===== src/rtl/yacht_pkg.sv =====
// Shared constants and types for the Yacht score calculator:
// category codes, score constants, datapath widths and FSM states.
package yacht_pkg;

  localparam int NUM_CAT = 12;
  localparam int SCORE_W = 6;
  localparam int SUM_W   = 5;
  localparam int CNT_W   = 3;

  localparam logic [3:0] CAT_ONES       = 4'd0;
  localparam logic [3:0] CAT_TWOS       = 4'd1;
  localparam logic [3:0] CAT_THREES     = 4'd2;
  localparam logic [3:0] CAT_FOURS      = 4'd3;
  localparam logic [3:0] CAT_FIVES      = 4'd4;
  localparam logic [3:0] CAT_SIXES      = 4'd5;
  localparam logic [3:0] CAT_CHOICE     = 4'd6;
  localparam logic [3:0] CAT_FOUR_KIND  = 4'd7;
  localparam logic [3:0] CAT_FULL_HOUSE = 4'd8;
  localparam logic [3:0] CAT_SMALL_STR  = 4'd9;
  localparam logic [3:0] CAT_LARGE_STR  = 4'd10;
  localparam logic [3:0] CAT_YACHT      = 4'd11;

  localparam logic [SCORE_W-1:0] SS_SCORE    = 6'd15;
  localparam logic [SCORE_W-1:0] LS_SCORE    = 6'd30;
  localparam logic [SCORE_W-1:0] YACHT_SCORE = 6'd50;

  // Per-face occurrence counters, indexed directly by face value 1..6.
  typedef logic [6:1][CNT_W-1:0] hist_t;

  typedef enum logic [1:0] {
    ST_IDLE  = 2'd0,
    ST_COUNT = 2'd1,
    ST_EVAL  = 2'd2,
    ST_DONE  = 2'd3
  } state_t;

endpackage


===== src/rtl/yacht_score_calc_if.sv =====
// Start/valid handshake between the game FSM (master) and the score
// calculator (slave). With CATEGORY_MASK_EN defined the bundle also carries
// the used-category mask.
interface yacht_score_calc_if;
  import yacht_pkg::*;

  logic               calc_start;
  logic [3:0]         category;
  logic [2:0]         dice1;
  logic [2:0]         dice2;
  logic [2:0]         dice3;
  logic [2:0]         dice4;
  logic [2:0]         dice5;
`ifdef CATEGORY_MASK_EN
  logic [NUM_CAT-1:0] used_mask;
`endif
  logic               busy;
  logic               score_valid;
  logic [SCORE_W-1:0] score;
  logic               dice_err;
  logic               cat_err;

  modport master (
`ifdef CATEGORY_MASK_EN
    output used_mask,
`endif
    output calc_start, category, dice1, dice2, dice3, dice4, dice5,
    input  busy, score_valid, score, dice_err, cat_err
  );

  modport slave (
`ifdef CATEGORY_MASK_EN
    input  used_mask,
`endif
    input  calc_start, category, dice1, dice2, dice3, dice4, dice5,
    output busy, score_valid, score, dice_err, cat_err
  );

endinterface


===== src/rtl/yacht_category_eval.sv =====
// Combinational scorer: maps a face histogram, dice sum and category code
// to the raw category score. Error masking is done by the caller.
module yacht_category_eval
  import yacht_pkg::*;
(
  input  hist_t              i_cnt,
  input  logic [SUM_W-1:0]   i_sum,
  input  logic [3:0]         i_category,
  output logic [SCORE_W-1:0] o_score
);

  logic [6:1]         w_present;
  logic               w_four;
  logic               w_five;
  logic               w_three;
  logic               w_two;
  logic [SCORE_W-1:0] w_upper;
  logic               w_small;
  logic               w_large;

  // Histogram shape flags and the upper-section score for the selected face.
  // NOTE: every always_comb output gets a default first so no path leaves a
  // variable unassigned, which would otherwise infer a latch.
  always_comb begin
    w_present = '0;
    w_four    = 1'b0;
    w_five    = 1'b0;
    w_three   = 1'b0;
    w_two     = 1'b0;
    w_upper   = '0;
    for (int f = 1; f <= 6; f++) begin
      w_present[f] = (i_cnt[f] != '0);
      if (i_cnt[f] >= 3'd4) w_four  = 1'b1;
      if (i_cnt[f] == 3'd5) w_five  = 1'b1;
      if (i_cnt[f] == 3'd3) w_three = 1'b1;
      if (i_cnt[f] == 3'd2) w_two   = 1'b1;
      if (i_category == 4'(f - 1))
        w_upper = SCORE_W'(i_cnt[f]) * SCORE_W'(f);
    end
    w_small = (&w_present[4:1]) | (&w_present[5:2]) | (&w_present[6:3]);
    w_large = (&w_present[5:1]) | (&w_present[6:2]);
  end

  // Category select; illegal codes fall through to zero.
  always_comb begin
    o_score = '0;
    case (i_category)
      CAT_ONES, CAT_TWOS, CAT_THREES,
      CAT_FOURS, CAT_FIVES, CAT_SIXES: o_score = w_upper;
      CAT_CHOICE:     o_score = SCORE_W'(i_sum);
      CAT_FOUR_KIND:  o_score = w_four ? SCORE_W'(i_sum) : '0;
      // Five of a kind has no count of exactly 3 or 2, so it scores 0 here.
      CAT_FULL_HOUSE: o_score = (w_three && w_two) ? SCORE_W'(i_sum) : '0;
      CAT_SMALL_STR:  o_score = w_small ? SS_SCORE : '0;
      CAT_LARGE_STR:  o_score = w_large ? LS_SCORE : '0;
      CAT_YACHT:      o_score = w_five ? YACHT_SCORE : '0;
      default:        o_score = '0;
    endcase
  end

endmodule


===== src/rtl/yacht_score_calc.sv =====
// Yacht score calculator top. Snapshots the five dice and the category on
// an accepted start, histograms one die per cycle, scores in EVAL and
// presents a one-cycle score_valid in DONE. Optional macro
// CATEGORY_MASK_EN adds a used-category mask that flags reused categories.
module yacht_score_calc
  import yacht_pkg::*;
(
  input  logic            clk,
  input  logic            reset,
  yacht_score_calc_if.slave bus
);

  state_t             r_state;
  state_t             w_next;
  logic               w_busy;
  logic               w_valid;
  logic               w_accept;

  logic [4:0][2:0]    r_dice;
  logic [3:0]         r_cat;
`ifdef CATEGORY_MASK_EN
  logic [NUM_CAT-1:0] r_mask;
`endif

  hist_t              r_cnt;
  logic [SUM_W-1:0]   r_sum;
  logic [2:0]         r_idx;
  logic               r_dice_bad;
  logic [2:0]         w_face;
  logic               w_face_ok;
  logic               w_cat_err;
  logic [SCORE_W-1:0] w_eval_score;

  logic [SCORE_W-1:0] r_score;
  logic               r_dice_err;
  logic               r_cat_err;

  assign w_accept = (r_state == ST_IDLE) && bus.calc_start;

  // State register.
  // NOTE: clocked state uses non-blocking assignments so every register
  // samples pre-edge values regardless of statement order.
  always_ff @(posedge clk) begin
    if (reset) r_state <= ST_IDLE;
    else       r_state <= w_next;
  end

  // Next-state decode and handshake outputs.
  always_comb begin
    w_next  = r_state;
    w_busy  = 1'b0;
    w_valid = 1'b0;
    case (r_state)
      ST_IDLE:  if (bus.calc_start) w_next = ST_COUNT;
      ST_COUNT: begin
        w_busy = 1'b1;
        if (r_idx == 3'd4) w_next = ST_EVAL;
      end
      ST_EVAL:  begin
        w_busy = 1'b1;
        w_next = ST_DONE;
      end
      ST_DONE:  begin
        w_busy  = 1'b1;
        w_valid = 1'b1;
        w_next  = ST_IDLE;
      end
      default:  w_next = ST_IDLE;
    endcase
  end

  // Input snapshot taken at acceptance; later dice changes are ignored.
  // NOTE: these capture registers carry no reset because nothing reads them
  // before an acceptance has loaded them.
  always_ff @(posedge clk) begin
    if (w_accept) begin
      r_dice <= {bus.dice5, bus.dice4, bus.dice3, bus.dice2, bus.dice1};
      r_cat  <= bus.category;
`ifdef CATEGORY_MASK_EN
      r_mask <= bus.used_mask;
`endif
    end
  end

  // Die currently being counted.
  always_comb begin
    w_face = '0;
    case (r_idx)
      3'd0:    w_face = r_dice[0];
      3'd1:    w_face = r_dice[1];
      3'd2:    w_face = r_dice[2];
      3'd3:    w_face = r_dice[3];
      3'd4:    w_face = r_dice[4];
      default: w_face = '0;
    endcase
  end

  assign w_face_ok = (w_face != 3'd0) && (w_face != 3'd7);

  // Category error: out-of-range code, or (with the mask) an already used one.
  always_comb begin
    w_cat_err = (r_cat >= 4'(NUM_CAT));
`ifdef CATEGORY_MASK_EN
    for (int c = 0; c < NUM_CAT; c++)
      if (r_cat == 4'(c) && r_mask[c]) w_cat_err = 1'b1;
`endif
  end

  yacht_category_eval u_eval (
    .i_cnt      (r_cnt),
    .i_sum      (r_sum),
    .i_category (r_cat),
    .o_score    (w_eval_score)
  );

  // Histogram/sum accumulation during COUNT and result registration in EVAL.
  always_ff @(posedge clk) begin
    if (reset) begin
      r_cnt      <= '0;
      r_sum      <= '0;
      r_idx      <= '0;
      r_dice_bad <= 1'b0;
      r_score    <= '0;
      r_dice_err <= 1'b0;
      r_cat_err  <= 1'b0;
    end else begin
      case (r_state)
        ST_IDLE: begin
          if (bus.calc_start) begin
            r_cnt      <= '0;
            r_sum      <= '0;
            r_idx      <= '0;
            r_dice_bad <= 1'b0;
          end
        end
        ST_COUNT: begin
          r_idx <= r_idx + 3'd1;
          if (w_face_ok) begin
            r_sum <= r_sum + SUM_W'(w_face);
            for (int f = 1; f <= 6; f++)
              if (w_face == 3'(f)) r_cnt[f] <= r_cnt[f] + 3'd1;
          end else begin
            r_dice_bad <= 1'b1;
          end
        end
        ST_EVAL: begin
          r_score    <= (r_dice_bad || w_cat_err) ? '0 : w_eval_score;
          r_dice_err <= r_dice_bad;
          r_cat_err  <= w_cat_err;
        end
        default: ;
      endcase
    end
  end

  assign bus.busy        = w_busy;
  assign bus.score_valid = w_valid;
  assign bus.score       = r_score;
  assign bus.dice_err    = r_dice_err;
  assign bus.cat_err     = r_cat_err;

endmodule


===== src/flat_wrapper.sv =====
// flat-port wrapper written by rule: the top's interface ports become plain ports
module yacht_score_calc_flat import yacht_pkg::*;
  (clk, reset, bus_calc_start, bus_category, bus_dice1, bus_dice2, bus_dice3, bus_dice4, bus_dice5, bus_busy, bus_score_valid, bus_score, bus_dice_err, bus_cat_err);
  yacht_score_calc_if bus_i ();
  input  logic clk;
  input  logic reset;
  input wire logic [$bits(bus_i.calc_start)-1:0] bus_calc_start;
  input wire logic [$bits(bus_i.category)-1:0] bus_category;
  input wire logic [$bits(bus_i.dice1)-1:0] bus_dice1;
  input wire logic [$bits(bus_i.dice2)-1:0] bus_dice2;
  input wire logic [$bits(bus_i.dice3)-1:0] bus_dice3;
  input wire logic [$bits(bus_i.dice4)-1:0] bus_dice4;
  input wire logic [$bits(bus_i.dice5)-1:0] bus_dice5;
  output wire logic [$bits(bus_i.busy)-1:0] bus_busy;
  output wire logic [$bits(bus_i.score_valid)-1:0] bus_score_valid;
  output wire logic [$bits(bus_i.score)-1:0] bus_score;
  output wire logic [$bits(bus_i.dice_err)-1:0] bus_dice_err;
  output wire logic [$bits(bus_i.cat_err)-1:0] bus_cat_err;
  assign bus_i.calc_start = bus_calc_start;
  assign bus_i.category = bus_category;
  assign bus_i.dice1 = bus_dice1;
  assign bus_i.dice2 = bus_dice2;
  assign bus_i.dice3 = bus_dice3;
  assign bus_i.dice4 = bus_dice4;
  assign bus_i.dice5 = bus_dice5;
  assign bus_busy = bus_i.busy;
  assign bus_score_valid = bus_i.score_valid;
  assign bus_score = bus_i.score;
  assign bus_dice_err = bus_i.dice_err;
  assign bus_cat_err = bus_i.cat_err;
  yacht_score_calc u_core (.clk(clk), .reset(reset), .bus(bus_i));
endmodule

===== config.mk =====
export PLATFORM = sky130hd
export DESIGN_NAME = yacht_score_calc_flat
export DESIGN_NICKNAME = d
export VERILOG_FILES = /design/src/rtl/yacht_pkg.sv /design/src/rtl/yacht_score_calc_if.sv /design/src/rtl/yacht_category_eval.sv /design/src/rtl/yacht_score_calc.sv /design/src/flat_wrapper.sv
export SDC_FILE = /design/constraint.sdc
export NUM_CORES = 1
export LEC_CHECK = 0
export ABC_AREA = 1
export CORE_MARGIN = 3
export CORE_UTILIZATION = 53
export DETAILED_ROUTE_END_ITERATION = 8
export PLACE_DENSITY = 0.77
export SETUP_SLACK_MARGIN = 0.02
export SYNTH_ARGS = -nofsm -noshare
export SYNTH_HDL_FRONTEND = slang
export SYNTH_SLANG_ARGS = --single-unit

===== constraint.sdc =====
create_clock -name clk -period 2.1 [get_ports clk]
set_input_delay 0.525 -clock clk [delete_from_list [all_inputs] [get_ports clk]]
set_output_delay 0.525 -clock clk [all_outputs]
set_load 0.005 [all_outputs]

==> ci_impl_report.md, run 1 <==
## Implementation flow summary

| Metric | Value |
|---|---|
| Worst EP arrival | roughly 2400 ps |
| Synth Flop Type | dfxtp_1 |
| WP buf/inv | 2 |
| Met1 WL | 3.932 mm |
| Worst reg2reg startpoint | u_core.r_idx[0] |
| Row count | 29 |
| # fillers | between 500 and 600 |
| Vias per cell | 5.250 |
| CTS Buf Count | 5 |
| Top sig layer | met4 |
| Status | complete, but fails checks |
| FP Core Util | between 50% and 60% |
| # IOs | 32 |
| Yosys aoi share | 8.847% |
| Top class by area | combinational gates |
| Flop count | 56 |
| Top cells by count, synth | nand2_1 (108), nor2_1 (82), inv_1 (56) |
| Total gr overflow | 0 |
| Multi-input gate share of the layout cell area | 50.10% |
| Setup TNS | -73.73 ps |
| Yosys simple share | approximately 29% |
| Post_cts resized | 28 |
| Core ar. | 6568 um2 |
| Post-Syn Area | 3734 um2 |
| Setup-failing EPs final | 2 |
| Drt pass-1 iters | 5 |
| Xor+xnor area frac | less than 1% |
| Adder share | 18.36% |
| Clock Network Area Fraction | 2.782% |
| Slew Limit Fails | 0 |
| # diodes | 0 |
| Post-Syn Nets | about 570 |
| CTS root buffer | clkbuf_8 |
| Power per cell area | 1234 nW/um2 |
| Repair and plain buffers | 51 |
| First-pass GRT wire length | 14.72 mm |
| Reg area | 1324 um2 |
| Delay of the slowest cell on the worst path | roughly 380 ps |
| Top cell type by total area after synthesis | dfxtp_1 |
| Total setup buffers inserted after CTS | 1 |
| Avg Inst Size Synth | 7.482 um2 |
| Hold Path End | u_core.bus.score[5] |
| Commonest Layout Cell | nand2_1 |
| Post-route clock period utilization | 103.1% |
| Share of cells above drive strength 1 | 15.27% |
| Chip height | 89.93 um |
| GP Congestion | 0.9255 |
| Fmax | 0.4620 GHz |
| Log Warnings | roughly 58 |
| Die W | 89.93 um |
| Sequential area share after synthesis | 35.12% |
| Most frequent cells in the layout | nand2_1 (105), nor2_1 (82), inv_1 (49) |
| Delay-heaviest family, CP | adder cells |
| Min Tclk post-route | ~2200 ps |
| Synth area leaders | dfxtp_1 (20%), ha_1 (17%), edfxtp_1 (15%) |
| R2R Setup Slk | -60 ps |
| Number of distinct library cells after synthesis | 33 |
| Min-delay src | u_core.bus.score[5] |
| Met3 WL | 514 um |
| P_leak | 2.030 nW |
| Clk pin slew, worst setup/hold paths | 100 ps |
| Crit Path Max Fanout | 3 |
| CLK BUF | 7 |
| Reg2reg end | u_core.r_sum[4] |
| Comb pwr share | 54.1% |
| Routed Antenna Nets | 0 |
| NonClk Buf Share | 10.20% |
| Initial antenna violation count | 0 |
| Worst setup margin | -64.69 ps |
| Slew margin rel. | 62.34% |
| Sw frac | 46.22% |
| Chip Area | 8087 um2 |
| Inst Count DP | between 600 and 700 |
| Worst slew pin tran | 562.8 ps |
| P_int | 3.044 mW |
| Htree depth | 2 |
| Failing checks | negative setup slack |
| MI comb cells | 370 |
==> run 1: flip-flops by register name, indices dropped and copies added, names as in the netlist <==
signal               flops
u_core.r_cnt            18
u_core.r_dice           15
u_core.bus.score         6
u_core.r_sum             5
u_core.r_cat             4
u_core.r_idx             3
u_core.r_state           2
u_core.bus.cat_err       1
u_core.bus.dice_err      1
u_core.r_dice_bad        1
==> run 1: layer usage <==
| layer | GRT usage, % | vias up |
|---|---|---|
| li1 | - | 1698 |
| met1 | 28.84 | 1530 |
| met2 | 37.78 | 123 |
| met3 | 2.838 | 25 |
| met4 | 9.311 | 0 |
| met5 | 0 | - |
==> run 1: power groups by stage <==
stage	Clock (mW)	Sequential [mW]	Combinational [mW]
finish	0.746	1.85	3.06
floorplan	0	1.73	2.02
global route	0.813	1.90	3.44
global placement	0	1.82	2.68
CTS	0.766	1.83	2.88
detailed placement	0	1.83	2.76
==> run 1: how the worst max path moves through the flow <==
stage	slack [ps]	cells past startpoint	from	end
2_1_floorplan	-40	14	u_core.r_idx[0]	u_core.r_sum[4]
6_report	-60	14	u_core.r_idx[0]	u_core.r_sum[4]
3_3_place_gp	-110	14	u_core.r_idx[0]	u_core.r_sum[4]
3_5_place_dp	-140	14	u_core.r_idx[0]	u_core.r_sum[4]
5_1_grt	-200	14	u_core.r_idx[0]	u_core.r_sum[4]
4_1_cts	-90	14	u_core.r_idx[0]	u_core.r_sum[4]
==> run 1: per-stage QoR <==
stage	utilization (%)	worst slack [ps]	hold slack, ps	instance area, um2
floorplan	-	-41.58	452.3	3754
global placement	64.79	-110.5	454.5	4255
detailed placement	64.79	-140.4	455.9	4255
CTS	68.79	-87.03	471.8	4518
global route	69.86	-200.4	500.6	4588
finish	69.86	-64.69	466.2	4588
### Clock distribution, run 1

The bar under the picture is 20 um long.
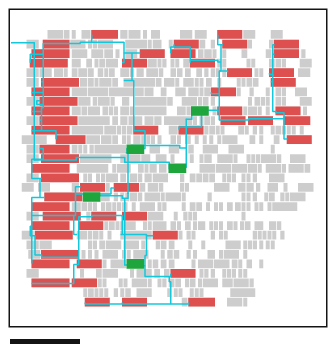
[cyan] clock wires | length: 641 um
[green] clock-net drivers | count: 5
[red] flip-flops | count: 56
flops lie	widely spread
routed clock nets	6
Clk. pwr: 0.746 mW
skew final: 13.99 ps
clock share of power: 13.2%
Clock Latency Late Sink: 310 ps

### Close-up of the layout, run 1

Region (25, 7) to (65, 47) um. Cells in grey, sequential cells in the stronger grey; small squares are vias.
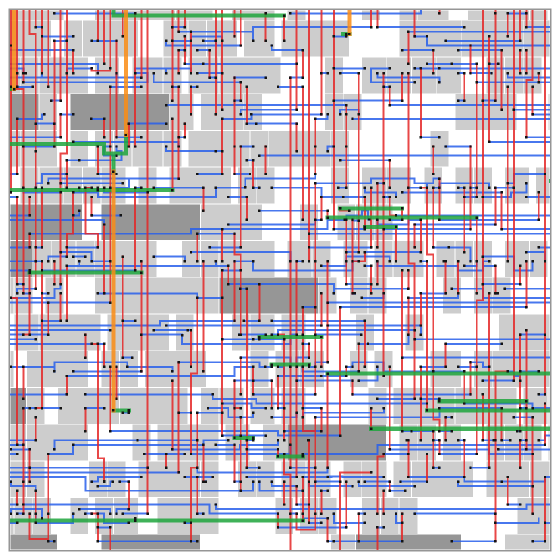
colour	layer
green	M3
orange	M4
red	M2
blue	M1
netlist names of flops here include	u_core.r_cnt (5)
cells with their middle in the window	168
most frequent	nand2_1 (33), nor2_1 (33), ha_1 (23)
sequential cells in the window	5

### Signal wires by layer, run 1

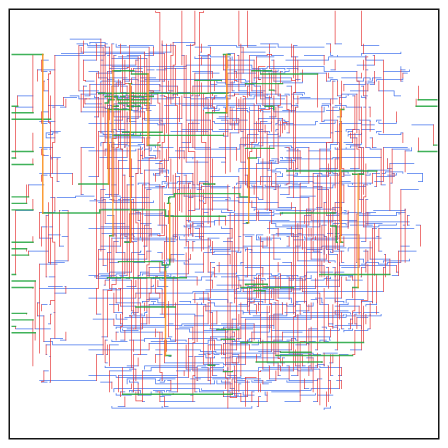
colour	layer	wire length
blue	M1	3930 um
green	M3	515 um
red	M2	4450 um
orange	M4	239 um
WL per Instance: 14.21 um
via count: 3376
GR Util All Layers: 22.32%
Final Routed Wirelength: 9.136 mm

### M3 wires, run 1

The bar under the picture is 20 um long.
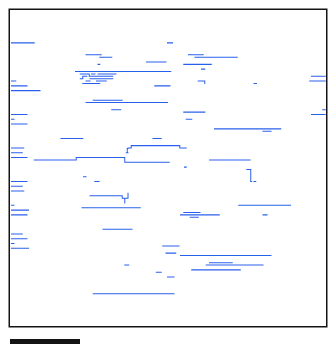
longest straight run	27.1 um
nets with wire on the layer	61
main direction	horizontal
share of all routed wire	5.6%

==> run 1 -> run 2 <==
- CORE_UTILIZATION: 53 -> 30
- HOLD_SLACK_MARGIN: default -> 0.15
- PLACE_DENSITY: 0.77 -> default
- clock period: 2.1 -> 2.3 ns (I/O delays scaled with it)
### Close-up of the layout, run 2

Region (39, 15) to (79, 55) um. Cells in grey, sequential cells in the stronger grey; small squares are vias.
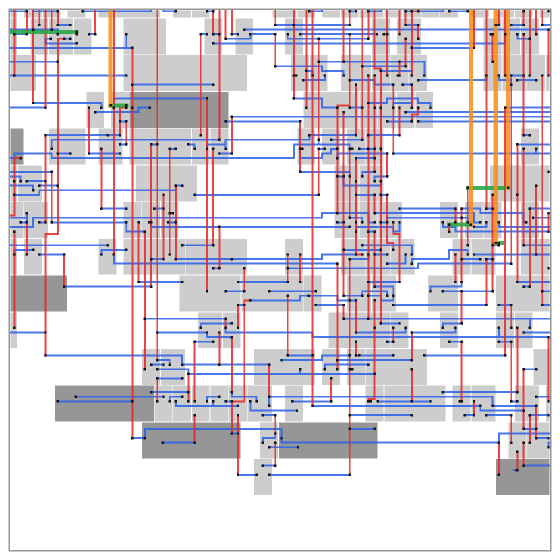
colour	layer
green	M3
red	M2
orange	M4
blue	M1
sequential cells in the window	6
cells with their middle in the window	109
most frequent	nand2_1 (25), nor2_1 (21), inv_1 (14)
netlist names of flops here include	u_core.r_cnt (6)

==> ci_impl_report.md, run 2 <==
## Implementation flow summary

| Metric | Value |
|---|---|
| Chip height | 117.6 um (+31%) |
| NonClk Buf Share | 9.487% (-0.71 points) |
| Final core occ | 38.44% (-31 points) |
| Critical path launch point type | flip-flop |
| Log Warnings | 57 (-1.7%) |
| Min Tclk post-route | 2235 ps (+70.52 ps) |
| Worst slew pin tran | 576.4 ps (+13.57 ps) |
| Largest net degree at the start of global routing | 20 |
| Setup-failing EPs final | 0 (-2) |
| CTS tree | done |
| Clk buf depth | 2 |
| Post-Syn Nets | 574 (unchanged) |
| Post-Syn Area | 3734 um2 (unchanged) |
| Top cell type by total area after synthesis | dfxtp_1 |
| Routed Antenna Nets | 0 (unchanged) |
| First-pass GRT wire length | 14.96 mm (+1.6%) |
| Number of enable flip-flop cells | 19 |
| Inst Count DP | 705 (+12%) |
| Yosys Chip Area | 3734 um2 |
| Worst vdd ir | 0.4526 mV |
| Repair and plain buffers | 48 (-5.9%) |
| Fmax | 0.4474 GHz (-3.2%) |
| #FFs+latches synth | 56 |
| Vias per cell | 4.534 (-14%) |
| Dominant cell area share | 19.84% |
| Initial antenna violation count | 0 (unchanged) |
| Comb area | 2285 um2 |
| # IOs | 32 (unchanged) |
| # fillers | 1267 (+140%) |
| CTS root buffer | clkbuf_16 |
| CTS Hold Bufs | 0 |
| PortBufs | 31 |
| CLK BUF | 6 (-1) |
| Avg Inst Size Synth | 7.482 um2 (unchanged) |
| Final HPWL from detailed placement | 6.987 mm |
| Vias in the first global route | 3159 |
| Top class by area | combinational gates |
| Commonest Layout Cell | nand2_1 |
| Clk pin slew, worst setup/hold paths | 70 ps (-30 ps) |
| Mapped Cells | between 400 and 500 |
| Core ar. | 12110 um2 (+84%) |
| WL per Instance | 12.47 um (-12%) |
| MI comb cells | 370 (unchanged) |
| Skew final | 5.878 ps (-8.107 ps) |
| FP Core Util | 30.83% (-26 points) |
| Row count | 40 (+38%) |
| Die W | 117.6 um (+31%) |
| Largest reg by FF count | u_core.r_cnt |
| # diodes | 0 (unchanged) |
| Most frequent cells in the layout | nand2_1 (107), nor2_1 (82), inv_1 (51) |
| Clock sinks | approximately 56 |
| Post-route clock period utilization | 97.18% (-5.9 points) |
| Final Routed Wirelength | 8.919 mm (-2.4%) |
| Min-delay worst type | reg -> reg |
| P&R area growth vs syn | 24.70% |
| Reg area | 1319 um2 (-0.38%) |
| # DRC | 0 |
| Slew Limit Fails | 0 (unchanged) |
| WP buf/inv | 2 (unchanged) |
| Max reg flops | 18 (unchanged) |
| Yosys warnings | 0 |
| Final hold viol count | 0 |
| Status | completed |
| Post-synth ARST share | 0% |
| Chip Area | 13820 um2 (+71%) |
| GP Congestion | 0.9233 (-0.24%) |
| Critical path depth in cells | 14 (unchanged) |
| Slew margin rel. | 61.43% (-0.91 points) |
| GR Util All Layers | 12.85% (-9.5 points) |
| Inverters | 65 |
| Crit path max-delay cell type | dfxtp_4 |
| Kind of critical path | reg -> reg |
| CP cell instances | inv_4 -> ha_4 -> nand3_2 -> nand3_2 -> inv_2 -> nand2_4 -> ha_4 -> fa_2 -> a21oi_2 -> nor2_1 -> xnor2_1 -> nor2_1 -> nand3_1 -> a21oi_1 |
| Delay of the slowest cell on the worst path | 400 ps (+20 ps) |
| MaxCap Viol Count | 0 |
| Tot Pwr | 5.112 mW |
| CTS Buf Count | 5 (unchanged) |
| Clock Latency Late Sink | 290 ps (-20 ps) |
| RSZ-0062 raised after global routing | yes |
| Delay-heaviest family, CP | adder cells |
| Power per cell area | 1098 nW/um2 (-11%) |
| Fraction of area in registers | 28.33% |
| Synth Flop Type | dfxtp_1 |
| Share of cells above drive strength 1 | 13.35% (-1.9 points) |
| WP data required | 2520 ps |
| Via count | 3242 (-4.0%) |
| P_leak | 2.025 nW (-0.22%) |
| Synth area leaders | dfxtp_1 (20%), ha_1 (17%), edfxtp_1 (15%) |
| Drt first-iter violations | 151 |
| Worst EP arrival | 2450 ps (+30 ps) |
| Setup crit end kind | flip-flop |
| Nets | roughly 620 |
| Multi-input gate share of the layout cell area | 49.07% (-1.0 points) |
| Drt pass-1 iters | 4 (-1) |
| Top cells by count, synth | nand2_1 (108), nor2_1 (82), inv_1 (56) |
| Final Non-Filler Cells | 715 |
| Yosys stat cell total | about 500 |
| Clock Network Area Fraction | 3.091% (+0.31 points) |
| Sequential area share after synthesis | 35.12% (unchanged) |
| Cell with the most instances after synthesis | nand2_1 |
| Htree depth | 2 (unchanged) |
| Flop count | 56 (unchanged) |
| Tap cell count | 168 |
| Hold Crit Depth | 2 |
| Total gr overflow | 0 (unchanged) |
| Number of distinct library cells after synthesis | 33 (unchanged) |
| Worst r2r path cells | 14 |
| Crit Path Max Fanout | 5 (+2) |
==> run 2: cell families after synthesis <==
family,share of synthesized area (%)
flip-flops,35.12
buffers and inverters,7.674
XOR/XNOR,0.9385
AND-OR/OR-AND,8.848
adder cells (fa/ha/maj),18.36
AND/OR/NAND/NOR,29.05
==> run 2: repair_timing <==
action / CTS / global route
endpoints found under the hold margin: 0 / 0
resized: 6 / 34
endpoints found under the setup margin: 3 / 4
pin swaps: 1 / 13
buffers inserted: 0 / 2
==> run 2: power by group <==
part           leakage, nW  switching (mW)  total, mW  internal (mW)
Sequential           0.483           0.346       1.68           1.34
Combinational         1.47            1.63       2.68           1.05
Clock               0.0742           0.338      0.749          0.411
Total                 2.03            2.31       5.11           2.80
==> run 2: worst paths after layout <==
path / startpoint / to / slack [ps]
min reg2reg: u_core.bus.score[4] / u_core.bus.score[4] / 470
max reg2reg: u_core.r_idx[1] / u_core.r_sum[4] / 60
max: u_core.r_idx[1] / u_core.r_sum[4] / 60
min: u_core.bus.score[4] / u_core.bus.score[4] / 470
==> run 2: tightest hold or removal path: cells and delay by family (launching register included) <==
family             cells  cell delay (ps)
AOI/OAI and AO/OA      1               50
DFF                    1              310
and+or+nand+nor        1               60
==> run 2: metal layers <==
metal	share of wire (%)	vias up	GRT usage (%)
met5	0	-	0
met4	1.8	0	3.590
met3	3.0	14	1.970
met2	47	57	22.36
met1	48	1473	16.56
li1	-	1698	-
==> run 2: through the flow <==
stage	setup TNS (ps)	setup slack, ps	hold slack, ps	cell area (um2)
2_1_floorplan	0	32.07	452.3	3734
3_3_place_gp	-43.44	-43.44	456.8	4329
3_5_place_dp	-141.6	-141.6	458.2	4329
4_1_cts	0	9.608	469.2	4496
5_1_grt	-115.4	-69.54	487.5	4656
6_report	0	64.79	467.1	4656
### Signal wires by layer, run 2

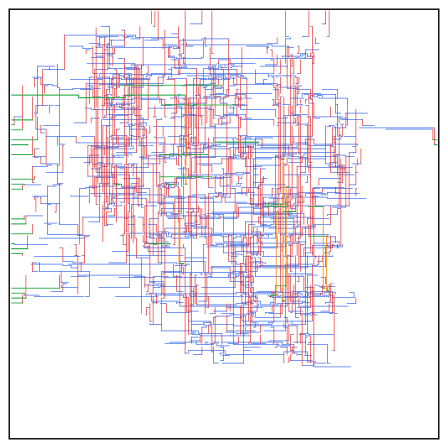

==> run 2 -> run 3 <==
- CORE_MARGIN: 3 -> 2
### Signal wires by layer, run 3

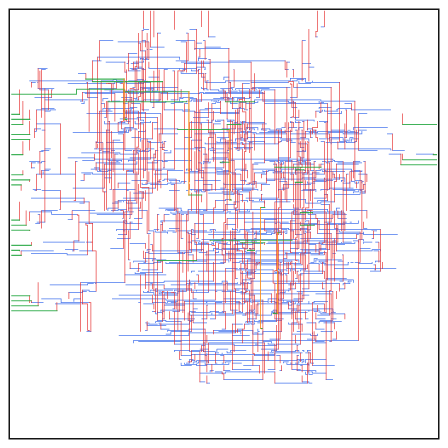
colour	layer	wire length
blue	M1	4400 um
red	M2	4180 um
orange	M4	112 um
green	M3	312 um

==> ci_impl_report.md, run 3 <==
## Implementation flow summary

| Metric | Value |
|---|---|
| Min-delay worst type | reg -> reg |
| Design area | 4648 um2 (-0.16%) |
| P_leak | 2.006 nW (-0.94%) |
| Skew final | 8.339 ps (+2.461 ps) |
| MaxCap Viol Count | 0 (unchanged) |
| # IOs | 32 (unchanged) |
| Largest net degree at the start of global routing | 20 (unchanged) |
| Number of distinct library cells after synthesis | 33 (unchanged) |
| Total gr overflow | 0 (unchanged) |
| Post_cts resized | 6 (unchanged) |
| CTS Hold Bufs | 0 (unchanged) |
| Wire length on met2 | 4.184 mm (-1.2%) |
| Worst EP arrival | 2480 ps (+30 ps) |
| Crit path max-delay cell type | fa_2 |
| Min Tclk post-route | 2255 ps (+19.59 ps) |
| Clock Latency Late Sink | 290 ps (about the same) |
| Mapped Cells | 499 (unchanged) |
| CTS root buffer | clkbuf_16 |
| CTS tree | done |
| Max reg flops | 18 (unchanged) |
| DP Area | 4314 um2 (-0.35%) |
| Slew margin rel. | 61.67% (+0.24 points) |
| Core ar. | 12060 um2 (-0.41%) |
| Synth Flop Type | dfxtp_1 |
| Post-Syn Nets | 574 (unchanged) |
| CP cell instances | buf_6 -> ha_4 -> nand3_2 -> nand3_2 -> inv_2 -> nand2_4 -> ha_4 -> fa_2 -> a21oi_2 -> nor2_1 -> xnor2_1 -> nor2_1 -> nand3_1 -> a21oi_1 |
| Met3 WL | 312 um (+18%) |
| Comb pwr share | 51.8% (-0.6 points) |
| Clock sinks | 56 (unchanged) |
| Total setup buffers inserted after CTS | 0 (unchanged) |
| Die W | 115.6 um (-1.7%) |
| Clk pin slew, worst setup/hold paths | 70 ps (about the same) |
| Drt pass-1 iters | 4 (unchanged) |
| Largest reg by FF count | u_core.r_cnt |
| GR Util All Layers | 14.04% (+1.2 points) |
| Crit Path Max Fanout | 4 (-1) |
| Yosys warnings | 0 (unchanged) |
| Initial antenna violation count | 0 (unchanged) |
| FP Core Util | 30.95% (+0.13 points) |
| Delay of the slowest cell on the worst path | 410 ps (about the same) |
| Chip height | 115.6 um (-1.7%) |
| GR Layer Usage met3 | 2.510% (+0.54 points) |
| Number of enable flip-flop cells | 19 (unchanged) |
| WL per Instance | 12.67 um (+1.6%) |
| Final HPWL from detailed placement | 6.970 mm (-0.23%) |
| Delay-heaviest family, CP | adder cells |
| Layer carrying the most global-route usage | met2 |
| Drt first-iter violations | 151 (unchanged) |
| WP buf/inv | 2 (unchanged) |
| Yosys Chip Area | 3734 um2 (unchanged) |
| Cell with the most instances after synthesis | nand2_1 |
| Met1 WL | 4.402 mm (+3.5%) |
| CTS Buf Count | 5 (unchanged) |
| Top sig layer | met4 |
| Power per cell area | 1109 nW/um2 (+1.0%) |
| Nets | 617 (-0.64%) |
| Status | completed |
| #FFs+latches synth | 56 (unchanged) |
| # diodes | 0 (unchanged) |
| Final Routed Wirelength | 9.011 mm (+1.0%) |
| Vias in the first global route | 3123 (-1.1%) |
| Yosys stat cell total | 499 (unchanged) |
| GR Util met2 | 24.09% (+1.7 points) |
| Routed Antenna Nets | 0 (unchanged) |
| Clock share of power | 15.4% (+0.7 points) |
| PortBufs | 31 (unchanged) |
| Share of power burned in registers | 32.8% (about the same) |
| Row count | 40 (unchanged) |
| Setup-failing EPs final | 0 (unchanged) |
| RSZ-0062 raised after global routing | yes |
| GP Congestion | 0.8757 (-5.2%) |
| WP data required | 2530 ps (about the same) |
| Vias per cell | 4.550 (+0.35%) |
| Setup crit end kind | flip-flop |
| Chip Area | 13350 um2 (-3.4%) |
| Htree depth | 2 (unchanged) |
| Post-synth ARST share | 0% (unchanged) |
| First-pass GRT wire length | 14.93 mm (-0.19%) |
| Fmax | 0.4435 GHz (-0.87%) |
| Dominant cell area share | 19.84% (unchanged) |
| Commonest Layout Cell | nand2_1 |
| Final hold slack | 472.7 ps (+5.559 ps) |
| Post-Syn Area | 3734 um2 (unchanged) |
| Sequential area share after synthesis | 35.12% (unchanged) |
| Tot Pwr | 5.155 mW (+0.85%) |
| Post-route clock period utilization | 98.03% (+0.85 points) |
| Worst slew pin tran | 572.7 ps (-3.650 ps) |
| Synth area leaders | dfxtp_1 (20%), ha_1 (17%), edfxtp_1 (15%) |
| Sw frac | 45.62% (+0.34 points) |
| Final hold viol count | 0 (unchanged) |
| Log Warnings | 57 (unchanged) |
| Via count | 3235 (-0.22%) |
| Most frequent cells in the layout | nand2_1 (107), nor2_1 (81), inv_1 (51) |
| Worst vdd ir | 0.3957 mV (-13%) |
| P_sw | 2.352 mW (+1.6%) |
| Critical path launch point type | flip-flop |
| Avg Inst Size Synth | 7.482 um2 (unchanged) |
| Top cell type by total area after synthesis | dfxtp_1 |
| Top cells by count, synth | nand2_1 (108), nor2_1 (82), inv_1 (56) |
| Clk buf depth | 2 (unchanged) |
| P_int | 2.804 mW (+0.23%) |
| Kind of critical path | reg -> reg |
| Share of cells above drive strength 1 | 12.89% (-0.45 points) |
| P&R area growth vs syn | 24.50% |
| GR Util met1 | 18.41% (+1.8 points) |
| Slew Limit Fails | 0 (unchanged) |
| # DRC | 0 (unchanged) |
## run 3: cell counts after synthesis
Identical to the previous run, type by type.
## run 3: path summary, 6_finish.rpt
| kind | from | end | depth (start not counted) | slack (ps) |
|---|---|---|---|---|
| worst max register to register | u_core.r_idx[0] | u_core.r_sum[4] | 14 | 50 |
| worst max-delay path | u_core.r_idx[0] | u_core.r_sum[4] | 14 | 50 |
| worst min-delay path | u_core.bus.score[3] | u_core.bus.score[3] | 2 | 470 |
| worst min register to register | u_core.bus.score[3] | u_core.bus.score[3] | 2 | 470 |
## run 3: power groups by stage
stage	combinational, mW	clock [mW]	sequential [mW]
floorplan	1.81	0	1.58
global placement	2.42	0	1.67
detailed placement	2.47	0	1.68
CTS	2.52	0.820	1.66
global route	3.06	0.852	1.74
finish	2.67	0.795	1.69
## run 3: final cells by class
class,instances,area [um2]
Fill cell,1243,7413
Multi-Input combinational cell,370,2292
Sequential cell,56,1319
Timing Repair Buffer,44,419.2
Inverter,65,256.5
Tap cell,168,210.2
Clock buffer,7,142.6
Clock inverter,1,8.758
## run 3: kinds of logic after synthesis
logic type	Yosys count	synth area share (%)
buffers and inverters	73	7.674
adders and majority gates	53	18.36
AOI/OAI and AO/OA	61	8.848
DFF	56	35.12
and+or+nand+nor	252	29.05
xor gates and xnor gates	4	0.9385
## run 3: metrics by stage
stage | worst slack [ps] | util (%) | TNS, ps | std cells
CTS | -7.576 | 37.21 | -7.576 | 711
global route | -80.56 | 38.54 | -87.34 | 711
global placement | -71.33 | 35.77 | -71.33 | 703
finish | 45.21 | 38.54 | 0 | 711
detailed placement | -160.1 | 35.77 | -194.0 | 703
floorplan | 32.07 | - | 0 | 499
Power is estimated from default activity; no workload was simulated.
